`config.mk`:
```
export PLATFORM = sky130hd
export DESIGN_NAME = instr_fetch_ctrl
export DESIGN_NICKNAME = d
export VERILOG_FILES = /design/src/rtl/mips_pkg.sv /design/src/rtl/fetch_pc_reg.sv /design/src/rtl/instr_fetch_ctrl.sv
export SDC_FILE = /design/constraint.sdc
export NUM_CORES = 1
export LEC_CHECK = 0
export ABC_AREA = 1
export CAP_MARGIN = 20
export CORE_ASPECT_RATIO = 1.25
export CORE_UTILIZATION = 29
export CTS_BUF_LIST = sky130_fd_sc_hd__clkbuf_8
export DETAILED_ROUTE_END_ITERATION = 12
export PLACE_DENSITY = 0.55
export SYNTH_ARGS = -nofsm -noshare
export SYNTH_HDL_FRONTEND = slang
export SYNTH_HIERARCHICAL = 1
export SYNTH_SLANG_ARGS = --single-unit
```
`constraint.sdc`:
```
create_clock -name CCLK -period 7.9 [get_ports CCLK]
set_clock_uncertainty 0.1 [all_clocks]
set_input_delay 1.58 -clock CCLK [delete_from_list [all_inputs] [get_ports CCLK]]
set_output_delay 1.58 -clock CCLK [all_outputs]
set_load 0.005 [all_outputs]
```
`src/rtl/mips_pkg.sv`:
```
// Shared fetch-stage definitions: FSM state encoding, reset PC default, NOP word,
// and the word-alignment helper used wherever an address enters the PC.
package mips_pkg;

  typedef enum logic [1:0] {
    S_BOOT = 2'd0,
    S_REQ  = 2'd1,
    S_HOLD = 2'd2
  } fetch_state_e;

  localparam logic [31:0] RESET_PC_DEFAULT = 32'h0000_0000;
  localparam logic [31:0] NOP_WORD         = 32'h0000_0000;

  function automatic logic [31:0] word_align(input logic [31:0] addr);
    return {addr[31:2], 2'b00};
  endfunction

endpackage

```
`src/rtl/fetch_pc_reg.sv`:
```
// Program counter: holds the word-aligned fetch address, advances by 4 and
// takes branch redirects (redirect wins over advance).
module fetch_pc_reg
  import mips_pkg::*;
#(
  parameter logic [31:0] RESET_PC = RESET_PC_DEFAULT
) (
  input  logic        CCLK,
  input  logic        RESET,
  input  logic        redirect,
  input  logic        advance,
  input  logic [31:0] target,
  output logic [31:0] pc,
  output logic [31:0] pc_plus4
);

  // Modulo-2^32 by construction: 32'hFFFF_FFFC + 4 wraps to 0.
  assign pc_plus4 = pc + 32'd4;

  always_ff @(posedge CCLK or posedge RESET) begin
    if (RESET)         pc <= word_align(RESET_PC);
    else if (redirect) pc <= word_align(target);
    else if (advance)  pc <= pc_plus4;
  end

endmodule

```
`src/rtl/instr_fetch_ctrl.sv`:
```
// Instruction fetch controller: drives I-cache requests from the PC, captures
// returned words into the IF/ID outputs, handles stalls, redirects and miss counting.
module instr_fetch_ctrl
  import mips_pkg::*;
#(
  parameter logic [31:0] RESET_PC = RESET_PC_DEFAULT,
  parameter int          CNT_W    = 16
) (
  input  logic             CCLK,
  input  logic             RESET,
  input  logic             PCWrite,
  input  logic             BRANCH_TAKEN,
  input  logic [31:0]      BRANCH_TARGET,
  output logic             ICACHE_REQ,
  output logic [31:0]      ICACHE_ADDR,
  input  logic             ICACHE_READY,
  input  logic [31:0]      ICACHE_DATA,
  output logic [31:0]      IF_Instruction,
  output logic [31:0]      IF_PC_4,
  output logic             IF_VALID,
  output logic             IF_Flush,
  output logic             FETCH_STALL,
  output logic [CNT_W-1:0] STALL_CNT
);

  fetch_state_e state, state_nxt;
  logic         redirect, advance, capture;
  logic [31:0]  pc, pc_plus4;

  fetch_pc_reg #(.RESET_PC(RESET_PC)) u_pc (
    .CCLK     (CCLK),
    .RESET    (RESET),
    .redirect (redirect),
    .advance  (advance),
    .target   (BRANCH_TARGET),
    .pc       (pc),
    .pc_plus4 (pc_plus4)
  );

  assign ICACHE_REQ  = (state == S_REQ);
  assign ICACHE_ADDR = pc;
  assign FETCH_STALL = (state == S_REQ) && !ICACHE_READY && !BRANCH_TAKEN;

  always_ff @(posedge CCLK or posedge RESET) begin
    if (RESET) state <= S_BOOT;
    else       state <= state_nxt;
  end

  // Redirect outranks a cache hit, which outranks the PCWrite hold/advance decision.
  always_comb begin
    state_nxt = state;
    redirect  = 1'b0;
    advance   = 1'b0;
    capture   = 1'b0;
    case (state)
      S_BOOT: state_nxt = S_REQ;
      S_REQ: begin
        if (BRANCH_TAKEN) begin
          redirect = 1'b1;
        end else if (ICACHE_READY) begin
          capture = 1'b1;
          if (PCWrite) advance   = 1'b1;
          else         state_nxt = S_HOLD;
        end
      end
      S_HOLD: begin
        if (BRANCH_TAKEN) begin
          redirect  = 1'b1;
          state_nxt = S_REQ;
        end else if (PCWrite) begin
          advance   = 1'b1;
          state_nxt = S_REQ;
        end
      end
      default: state_nxt = S_BOOT;
    endcase
  end

  always_ff @(posedge CCLK or posedge RESET) begin
    if (RESET) begin
      IF_Instruction <= NOP_WORD;
      IF_PC_4        <= 32'h0;
      IF_VALID       <= 1'b0;
      IF_Flush       <= 1'b0;
    end else begin
      IF_Flush <= redirect;
      if (redirect) begin
        IF_Instruction <= NOP_WORD;
        IF_PC_4        <= 32'h0;
        IF_VALID       <= 1'b0;
      end else if (capture) begin
        IF_Instruction <= ICACHE_DATA;
        IF_PC_4        <= pc_plus4;
        IF_VALID       <= 1'b1;
      end
    end
  end

  always_ff @(posedge CCLK or posedge RESET) begin
    if (RESET)
      STALL_CNT <= '0;
    else if (FETCH_STALL && (STALL_CNT != {CNT_W{1'b1}}))
      STALL_CNT <= STALL_CNT + {{(CNT_W-1){1'b0}}, 1'b1};
  end

endmodule

```
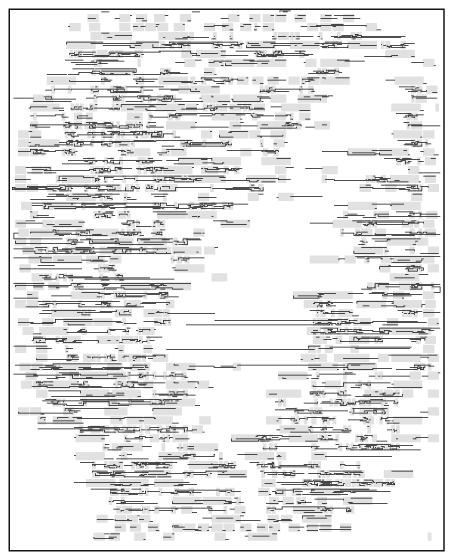
Figure 1: run 1, met1 routing.
share of all routed wire: 43%
main direction: horizontal
nets with wire on the layer: 892
wire length on this layer: 7570 um
longest straight run: 45.1 um

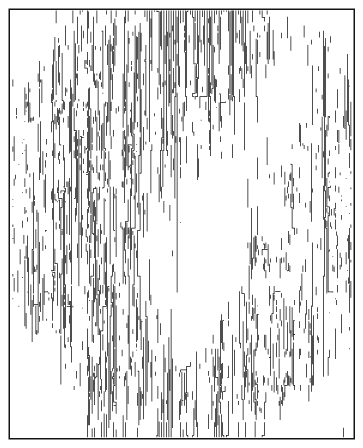
Figure 2: run 1, metal 2.
wire length on this layer: 9070 um
nets with wire on the layer: 762
longest straight run: 76.5 um
main direction: vertical

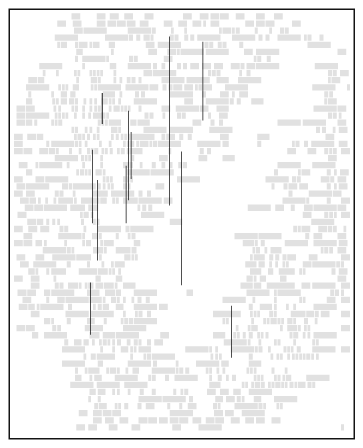
Figure 3: run 1, metal 4.
longest straight run: 64.6 um
nets with wire on the layer: 8
wire length on this layer: 328 um
share of all routed wire: 1.9%

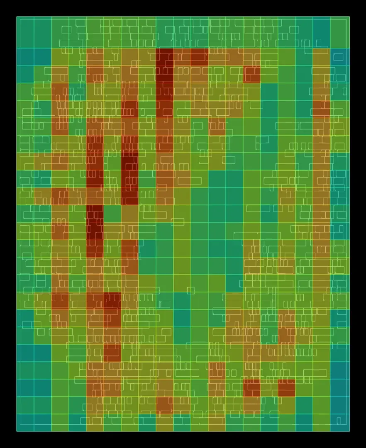
Figure 4: run 1, routing congestion map.
WL/cell: 14.4 um
busiest grt layer: met2
M3 GR Usage: 3.40%

-- run 1: tightest hold or removal path: cells and delay by family, from the launching register on --
kind / cells / cell delay (ps)
DFF: 1 / 350
and+or+nand+nor: 2 / 110
-- run 1: stage by stage --
| stage | hold slack (ps) | power [mW] | utilization (%) | instances |
|---|---|---|---|---|
| 3_3_place_gp | 369 | 2.26 | 39.4 | 1195 |
| 4_1_cts | 393 | 2.84 | 41.3 | 1226 |
| 2_1_floorplan | 374 | 1.58 | - | 769 |
| 3_5_place_dp | 375 | 2.27 | 39.4 | 1195 |
| 6_report | 387 | 2.80 | 41.3 | 1226 |
| 5_1_grt | 428 | 3.01 | 41.3 | 1226 |
-- run 1: layer usage --
metal	wire length [um]	share of wire [%]
met5	0	0
met4	328	1.9
met3	651	3.7
met2	9070	51
met1	7570	43
==> impl_metrics.csv, run 1 <==
group,metric,value,unit
setup_path,cp_num_buf_inv,3,
grt,grtUsageMet1,19.2,%
timing,rsz0062_at_grt,"no",
power,seq_power_share,37.0,%
worst_hold_path,hp-start,"IF_VALID",
placed_design,gp_congestion,0.830,
logic_synthesis,area_leaders,"dfrtp_1 47%, nand2_1 12%, inv_1 6.6%, o21ai_0 6.6%, nand3_1 6.3%",
logic_synthesis,ys_area,6110,um^2
setup_path,path_class,"in -> out",
logic_synthesis,aoi_share,10.9,%
setup_path,worst-path-stages,5,
clock_network,cts_hold_buf,0,
setup_path,rr_worst_depth,9,
worst_hold_path,hold_depth,2,
finish,clkCellAreaFrac,4.53,%
floorplan,taps,274,
setup_path,end_kind,"output pin",
clock_network,cts_buffers,17,
logic_synthesis,netlist-cell-type-count,34,
setup_path,rr_endpoint,"u_pc/pc[4]",
route,via_per_inst,4.42,
outcome,status,"finished clean",
clock_network,cts-root-buf,"clkbuf_8",
timing,tightestPinTransition,853,ps
finish,area_growth,40.0,%
logic_synthesis,ys_sh_simple,27.6,%
route,drtIter0Drc,268,
timing,post-route-period-util,57.8,%
power,p_int,1.74,mW
power,vdd_drop_max,0.220,mV
logic_synthesis,synth_seq_share,46.7,%
finish,seq_share,33.3,%
clock_network,cts.clk_slew.worst_paths,70,ps
route,drc_errors,0,
placed_design,post-dp-hpwl,12400,um
logic_synthesis,ys_cells,766,
finish,largestRegisters,"IF_Instruction x32, IF_PC_4 x32, u_pc/pc x30",
Figure 5. Cell area per tile (run 1).
Scale bar: 50 um. The die is cut into 13 by 16 equal tiles; dark blue is low, red is high, 0 to 100% covered.
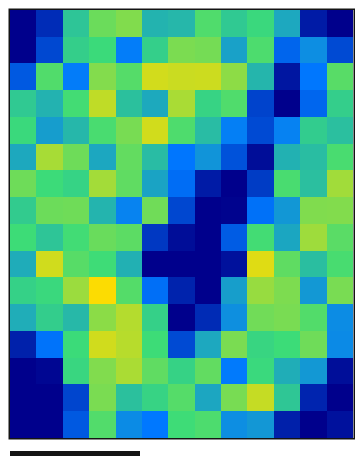

--- run 2 (diff from run 1) ---
--- a/config.mk
+++ b/config.mk
@@ -11,7 +11,7 @@
 export CORE_UTILIZATION = 29
 export CTS_BUF_LIST = sky130_fd_sc_hd__clkbuf_8
 export DETAILED_ROUTE_END_ITERATION = 12
-export PLACE_DENSITY = 0.55
+export PLACE_DENSITY = 0.57
 export SYNTH_ARGS = -nofsm -noshare
 export SYNTH_HDL_FRONTEND = slang
 export SYNTH_HIERARCHICAL = 1
==> constraint.sdc (replaced) <==
create_clock -name CCLK -period 3.9 [get_ports CCLK]
set_clock_uncertainty 0.1 [all_clocks]
set_input_delay 0.78 -clock CCLK [delete_from_list [all_inputs] [get_ports CCLK]]
set_output_delay 0.78 -clock CCLK [all_outputs]
set_load 0.005 [all_outputs]
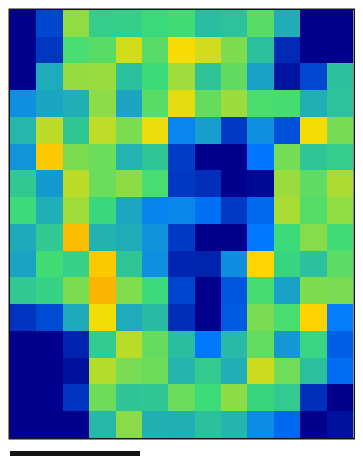
Figure 6: run 2, cell area per tile.
Scale bar: 50 um. The die is cut into 13 by 16 equal tiles; dark blue is low, red is high, 0 to 100% covered.
nearly empty tiles: 13%
fullest tile: 79%
tiles over 75% full: 2.9%
mean over tiles: 38%

==> run 2 against run 1 <==
Setup slack got worse by 2400 ps. Sequential power rose by 100%. Final cell count rose by 0.24%. Design area rose by 0.89%. Global-route usage fell by 0.17 points. Sequential share of layout area fell by 0.29 points. Power rose by 100%. Combinational power rose by 100%. Critical path type unchanged.
==> impl_metrics.csv, run 2 <==
group,metric,value,unit
finish,seq_share,33.0,%
route,met1Wirelength,7560,um
timing,tightestPinTransition,915,ps
logic_synthesis,area_leaders,"dfrtp_1 47%, nand2_1 12%, inv_1 6.6%, o21ai_0 6.6%, nand3_1 6.3%",
logic_synthesis,ys_area,6110,um^2
grt,top_usage_layer,"met2",
finish,largestRegisters,"IF_Instruction x32, IF_PC_4 x32, u_pc/pc x30",
finish,final_cells,1229,
timing,rsz0062_at_grt,"no",
timing,post-route-period-util,75.9,%
outcome,status,"finished clean",
setup_path,path_class,"in -> out",
worst_hold_path,hold_depth,2,
timing,whs,391,ps
floorplan,taps,274,
clock_network,cts.clk_slew.worst_paths,70,ps
power,power.total,5.73,mW
route,via_per_inst,4.39,
clock_network,clock_path_buffers,2,
setup_path,end_kind,"output pin",
worst_hold_path,hp-start,"IF_VALID",
clock_network,cts_buffers,17,
placed_design,post-dp-hpwl,12300,um
clock_network,postCtsSetupRepairBufs,0,
route,met3WireLength,684,um
setup_path,rr_worst_depth,9,
logic_synthesis,netlist-cell-type-count,34,
route,highest_layer,"met4",
power,p_int,3.56,mW
logic_synthesis,synth_seq_share,46.7,%
setup_path,cp_num_buf_inv,3,
logic_synthesis,ys_cells,766,
route,drc_errors,0,
finish,area_growth,41.2,%
finish,clkCellAreaFrac,4.83,%
logic_synthesis,aoi_share,10.9,%
setup_path,worst-path-stages,5,
placed_design,gp_congestion,0.874,
route,wl_met2,8970,um
clock_network,cts_hold_buf,0,
power,seq_power_share,36.3,%
finish,seq_cells,114,
placed_design,dp_cells,1196,
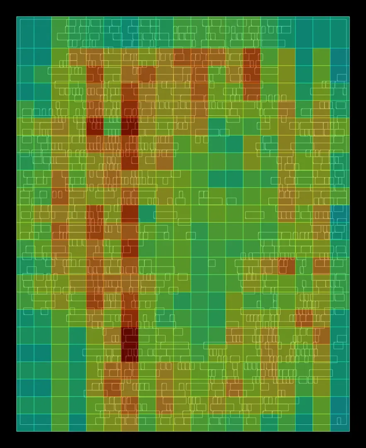
Figure 7: run 2, routing congestion map.
met1 usage: 20.3%
Global Route met2 Usage: 28.9%
WL/cell: 14.1 um
M3 GR Usage: 3.33%

run 2: cell counts after synthesis:
Identical to the previous run, type by type.
run 2: how the worst max path moves through the flow:
stage	start	to	slack, ps
6_report	ICACHE_READY	FETCH_STALL	940
5_1_grt	ICACHE_READY	FETCH_STALL	890
4_1_cts	ICACHE_READY	FETCH_STALL	920
3_5_place_dp	ICACHE_READY	FETCH_STALL	930
3_3_place_gp	BRANCH_TAKEN	FETCH_STALL	940
2_1_floorplan	RESET	IF_Flush	850
run 2: worst reg2reg max path, cell delays in order, from the launching register on:
cell and delay [ps]:
dfrtp_1 400, inv_1 130, ha_1 280, nand3_4 90
a21oi_1 300, inv_1 80, nor2_1 350, buf_4 350
nand2_1 110, nand2_1 60
Figure 8. Metal 2 (run 2).
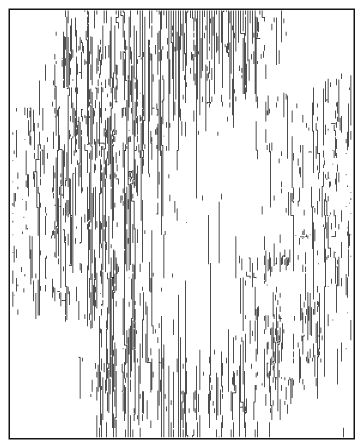

--- run 3 (diff from run 2) ---
==> constraint.sdc (replaced) <==
create_clock -name CCLK -period 2.6 [get_ports CCLK]
set_clock_uncertainty 0.1 [all_clocks]
set_input_delay 0.52 -clock CCLK [delete_from_list [all_inputs] [get_ports CCLK]]
set_output_delay 0.52 -clock CCLK [all_outputs]
set_load 0.005 [all_outputs]
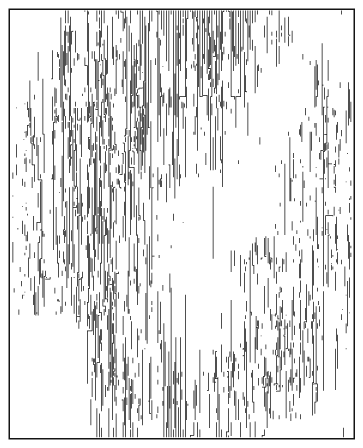
Figure 9: run 3, metal 2.
longest straight run: 63.9 um
nets with wire on the layer: 775
share of all routed wire: 51%
wire length on this layer: 8890 um

==> run 3 against run 2 <==
Hold slack worse by 110 ps. Sequential power rose by about 50%. Critical path depth rose by 1. Clock-buffer cell count rose by 3. Power is 56% higher. Routed wire length rose by 0.44%. Design area grew 1.3%. Die area did not move. First-iteration DRC count is 28% lower. Critical path type unchanged. Largest power group unchanged.
==> impl_metrics.csv, run 3 <==
group,metric,value,unit
setup_path,path_class,"in -> out",
logic_synthesis,ys_sh_simple,27.6,%
power,vdd_drop_max,0.371,mV
clock_network,cts_buffers,17,
setup_path,worst-path-stages,6,
power,power.total,8.93,mW
finish,final_cells,1234,
clock_network,cts-root-buf,"clkbuf_8",
logic_synthesis,area_leaders,"dfrtp_1 47%, nand2_1 12%, inv_1 6.6%, o21ai_0 6.6%, nand3_1 6.3%",
timing,rsz0062_at_grt,"no",
setup_path,rr_endpoint,"u_pc/pc[5]",
setup_path,endpoint,"FETCH_STALL",
logic_synthesis,ys_cells,766,
placed_design,dp_cells,1202,
setup_path,rr_worst_depth,8,
logic_synthesis,netlist-cell-type-count,34,
route,drtIter0Drc,239,
finish,largestRegisters,"IF_Instruction x32, IF_PC_4 x32, u_pc/pc x30",
clock_network,clock_path_buffers,2,
route,drc_errors,0,
logic_synthesis,aoi_share,10.9,%
route,wl_met2,8890,um
outcome,status,"finished clean",
grt,grtUsageMet3,3.09,%
logic_synthesis,synth_seq_share,46.7,%
clock_network,postCtsSetupRepairBufs,0,
placed_design,post-dp-hpwl,12400,um
grt,top_usage_layer,"met2",
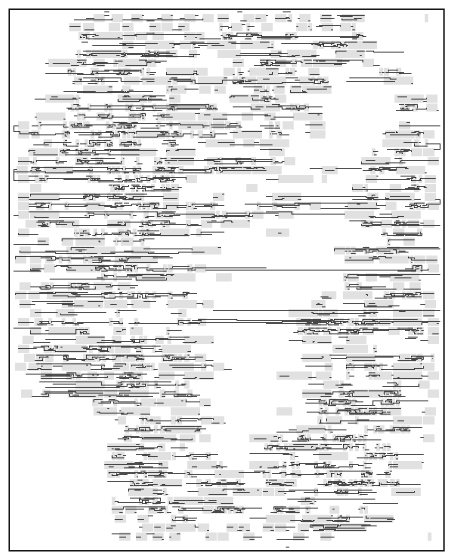
Figure 10: run 3, met1 routing.
nets with wire on the layer: 889
longest straight run: 69.0 um
share of all routed wire: 44%
main direction: horizontal
wire length on this layer: 7650 um

[run 3: cell types whose count changed in the layout (fill, tap and decap cells not counted)]
| cell | delta |
|---|---|
| buf_4 | +5 |
| buf_12 | +1 |
| buf_16 | -1 |
| inv_2 | +2 |
| bufinv_16 | +3 |
| ha_1 | -1 |
| clkbuf_8 | +3 |
| ha_4 | +1 |
| inv_6 | -3 |
| clkinv_4 | -3 |
| clkinvlp_4 | -2 |
[run 3: where the power goes]
part / total [mW] / leakage (nW) / switching [mW] / internal (mW)
logic: 3.75 / 2.29 / 1.78 / 1.98
registers: 3.13 / 1.51 / 0.676 / 2.45
clock network: 2.05 / 0.251 / 0.746 / 1.30
total: 8.93 / 4.05 / 3.20 / 5.73
No activity file was given, so power comes from the tool's default toggle rates.
